Routing congestion map:
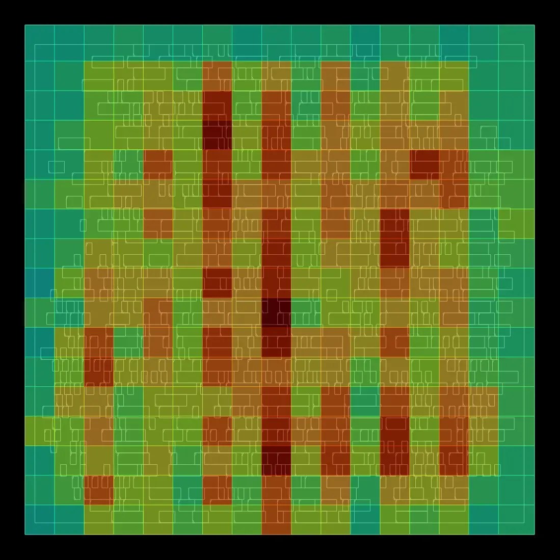
Placement by cell class:
Scale: 4 px per µm. Fill, decap, tap and diode cells in gray.
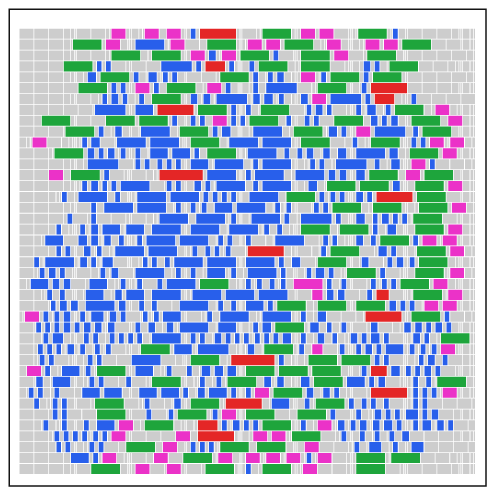
Sequential cells grouped by signal name:
Scale: 4 px per µm. Other sequential cells in the stronger gray, the rest of the logic in the fainter gray.
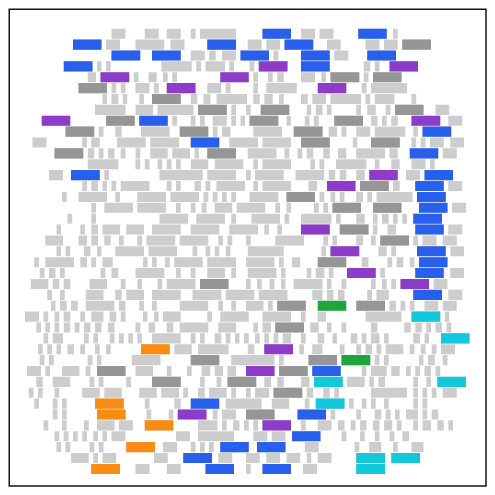
==> config.mk <==
export PLATFORM = sky130hd
export DESIGN_NAME = toggle_cover_detect_flat
export DESIGN_NICKNAME = d
export VERILOG_FILES = /design/src/rtl/toggle_cover_detect_if.sv /design/src/rtl/toggle_cover_detect.sv /design/src/flat_wrapper.sv
export SDC_FILE = /design/constraint.sdc
export NUM_CORES = 1
export LEC_CHECK = 0
export ABC_AREA = 1
export CAP_MARGIN = 20
export CELL_PAD_IN_SITES_DETAIL_PLACEMENT = 1
export CELL_PAD_IN_SITES_GLOBAL_PLACEMENT = 1
export CORE_MARGIN = 2
export CORE_UTILIZATION = 43
export DETAILED_ROUTE_END_ITERATION = 8
export GPL_ROUTABILITY_DRIVEN = 1
export PLACE_DENSITY = 0.77
export SETUP_SLACK_MARGIN = 0.1
export SYNTH_ARGS = -nofsm -noshare
export SYNTH_HDL_FRONTEND = slang
export SYNTH_SLANG_ARGS = --single-unit
==> constraint.sdc <==
create_clock -name clock -period 8.3 [get_ports clock]
set_input_delay 1.66 -clock clock [delete_from_list [all_inputs] [get_ports clock]]
set_output_delay 1.66 -clock clock [all_outputs]
set_load 0.02 [all_outputs]
==> metrics.cfg <==
[sta]
tightestPinTransition_ns = 0.822
fin_hold_ws_ns = 0.470
finalHoldViolations = 0
fmax_ghz = 0.138
finalMaxSlewViolations = 0
finalSetupViolCount = 0
finalClockSkew_ns = 0.00992
maxSlewHeadroom = 0.451
period_needed_ns = 7.25
finalCritPeriodShare = 0.873
worst_slack_ns = 1.05
tns_setup_ns = 0

[synthesis]
synth_chip_area_mm2 = 0.00567
ys_cells = 637
synth_flops = 107
synth_area_per_cell_um2 = 8.90
yosysWarningCount = 0
ys_seq_frac = 0.378
syn-instance-count = 637
synth.net_count = 741
syn-cell-area_mm2 = 0.00567

[run]
stage_log_warnings = 27

[routing]
initialDrtViolationCount = 223
avgViaCountPerCell = 4.86
routed_wl_um = 14500
detail_route.drc_violations = 0
detail_route.first_pass.iterations = 4
antenna_left = 0
post_detailed_route_wirelength_per_cell_um = 16.5

[cells_and_area]
diodes = 0
synthToLayoutAreaGrowth_pct = 20.4
layout-drive-gt1-share = 0.0524
filler_cell_count = 1518
finish.net_count = 805

[hold_path]
hold_depth = 2

[clock_tree]
cts_htree_levels = 3
cts-root-to-sink-buffers = 2
tritoncts = yes
root_buffer = sky130_fd_sc_hd__clkbuf_16
cts.hold.buffers_added = 0
cts_buffers = 9
path_clk_slew_ns = 0.07
numClockSinks = 107
cts.repair.resized = 0

[placed_design]
placedInstanceArea_mm2 = 0.00648
finalWeightedCongestion = 0.839
place.detailed.instances = 862
place.port_buffers = 65
dp.final_hpwl_um = 11200

[global_routing]
vias_in_the_first_global_route = 4821
pin_count_of_the_biggest_net_entering_global_routing = 63
antenna_found_initial = 0
grt_overflow_total = 0
wire_length_of_the_first_global_routing_pass_um = 24100

[power_and_ir_drop]
ir_drop_mv = 0.0887
power.leakage_uw = 0.00315

[critical_path]
r2r_cells = 24
cp_data_required_time_ns = 8.58
path_class = input port to flop
worst_setup_path_end_kind = flop
reg2reg_slack_ns = 2.41
worst_setup_path_start_kind = input port
worst-path-max-fanout = 10
worstPathArrival_ns = 7.52

[floorplan]
die_area_mm2 = 0.0141
core_region_area_mm2 = 0.0127
chipWidth_um = 119
die-height_um = 119
boundaryPins = 66
fp-utilization = 0.446

[outcome]
run_status = completed

-- 'routing congestion map' (at the start) --
GR Util met1: 0.258
all-layer global routing usage: 0.218
most congested layer reported by global routing: met2
Core Util, Final: 0.536
met2 Usage GRT: 0.406

-- 'placement by cell class' (at the start) --
Key: magenta = remaining buffers and delay cells [cells 68, share of their area 10%]; green = sequential cells [cells 107, share of their area 32%]; red = clock drivers and dummy loads [cells 16, share of their area 5.2%]; blue = combinational and other logic [cells 515, share of their area 52%]
row cnt: 41
register fraction of the total cell area: 0.314

-- 'sequential cells grouped by signal name' (at the start) --
Key: purple = u_core.prev [flops 18]; green = u_core.state [flops 2]; cyan = u_core.settle_cnt [flops 8, where south-east]; blue = u_core.bus.valid [flops 36, where widely spread]; orange = u_core.bus.covered_cnt [flops 6, where south-west]
Another 37 sequential cells are not colored.
footprint of the flip-flops and latches: 0.00214 mm²
P_seq: 530 µW

==> critical path: stages <==
cell                              delay [ns]
sky130_fd_sc_hd__clkdlybuf4s50_1        0.48
sky130_fd_sc_hd__nand2_1                0.15
sky130_fd_sc_hd__clkinv_2               0.21
sky130_fd_sc_hd__nand2_1                0.20
sky130_fd_sc_hd__inv_1                  0.08
sky130_fd_sc_hd__ha_1                   0.27
sky130_fd_sc_hd__inv_1                  0.05
sky130_fd_sc_hd__fa_1                   0.51
sky130_fd_sc_hd__fa_1                   0.54
sky130_fd_sc_hd__fa_1                   0.59
sky130_fd_sc_hd__fa_1                   0.47
sky130_fd_sc_hd__fa_1                   0.51
sky130_fd_sc_hd__fa_1                   0.50
sky130_fd_sc_hd__inv_1                  0.05
sky130_fd_sc_hd__ha_1                   0.23
sky130_fd_sc_hd__fa_1                   0.41
sky130_fd_sc_hd__nand3_1                0.13
sky130_fd_sc_hd__nand3_1                0.09
sky130_fd_sc_hd__nand2_1                0.07
sky130_fd_sc_hd__nand3_1                0.09
sky130_fd_sc_hd__a21oi_1                0.24
==> logic make-up after synthesis <==
group,share of synthesized area
fa+ha+maj,0.251
simple gates,0.197
buf+inv,0.115
compound gates,0.0528
xor+xnor,0.00618
flops,0.378
==> cell usage in the layout, fill, tap and decap left out, drive strengths merged <==
cell / instances
a31oi: 1
clkinv: 2
nand3: 22
inv: 149
dfxtp: 107
nand3b: 2
bufinv: 2
nor2: 66
buf: 3
nand2: 96
fa: 53
clkdlybuf4s50: 65
clkbuf: 12
ha: 29
a21oi: 31
nand4: 19
o21ai: 5
o22ai: 18
xor2: 3
xnor2: 1
nor3: 20
==> cells in the mapped netlist, drive strengths merged <==
cell    count  area [µm²]
nor2       66         253
nand2      96         363
o21ai       5        25.0
nand3      22         110
clkbuf      2        7.51
a21oi      31         155
dfxtp     107        2140
o22ai      18         113
xnor2       1        8.76
fa         53        1060
xor2        3        26.3
nand3b      2        15.0
ha         29         363
clkinv      1        5.00
a31oi       1        6.26
buf        13        83.8
nand4      19         275
inv       148         556
nor3       20         100
==> cell type report <==
cell class | instances | area [µm²] | share of cell area
clock buffers | 12 | 267 | 0.0391
clock inverters | 4 | 80.1 | 0.0117
inverters | 149 | 561 | 0.0821
flip-flops and latches | 107 | 2140 | 0.314
repair buffers | 68 | 686 | 0.100
multi-input cells | 366 | 2870 | 0.421
well taps | 172 | 215 | 0.0315
==> where the power goes <==
part / internal (µW) / switching (µW)
Combinational: 34.5 / 61.1
Clock: 292 / 200
Sequential: 523 / 6.94
==> stage by stage <==
stage               power, µW  utilization
floorplan                 600            -
global placement          633        0.509
detailed placement        637        0.509
CTS                      1130        0.536
global route             1160        0.536
finish                   1120        0.536
==> metal layers <==
| metal | part of all wire | GRT usage | wire length, µm | up-vias |
|---|---|---|---|---|
| met4 | 0.014 | 0.0685 | 203 | 0 |
| li1 | - | - | - | 2081 |
| met2 | 0.53 | 0.406 | 7740 | 45 |
| met1 | 0.43 | 0.258 | 6260 | 2129 |
| met3 | 0.018 | 0.0326 | 265 | 13 |
| met5 | 0 | 0 | 0 | - |
Power figures rest on the tool's default switching activity, not on a simulated workload.
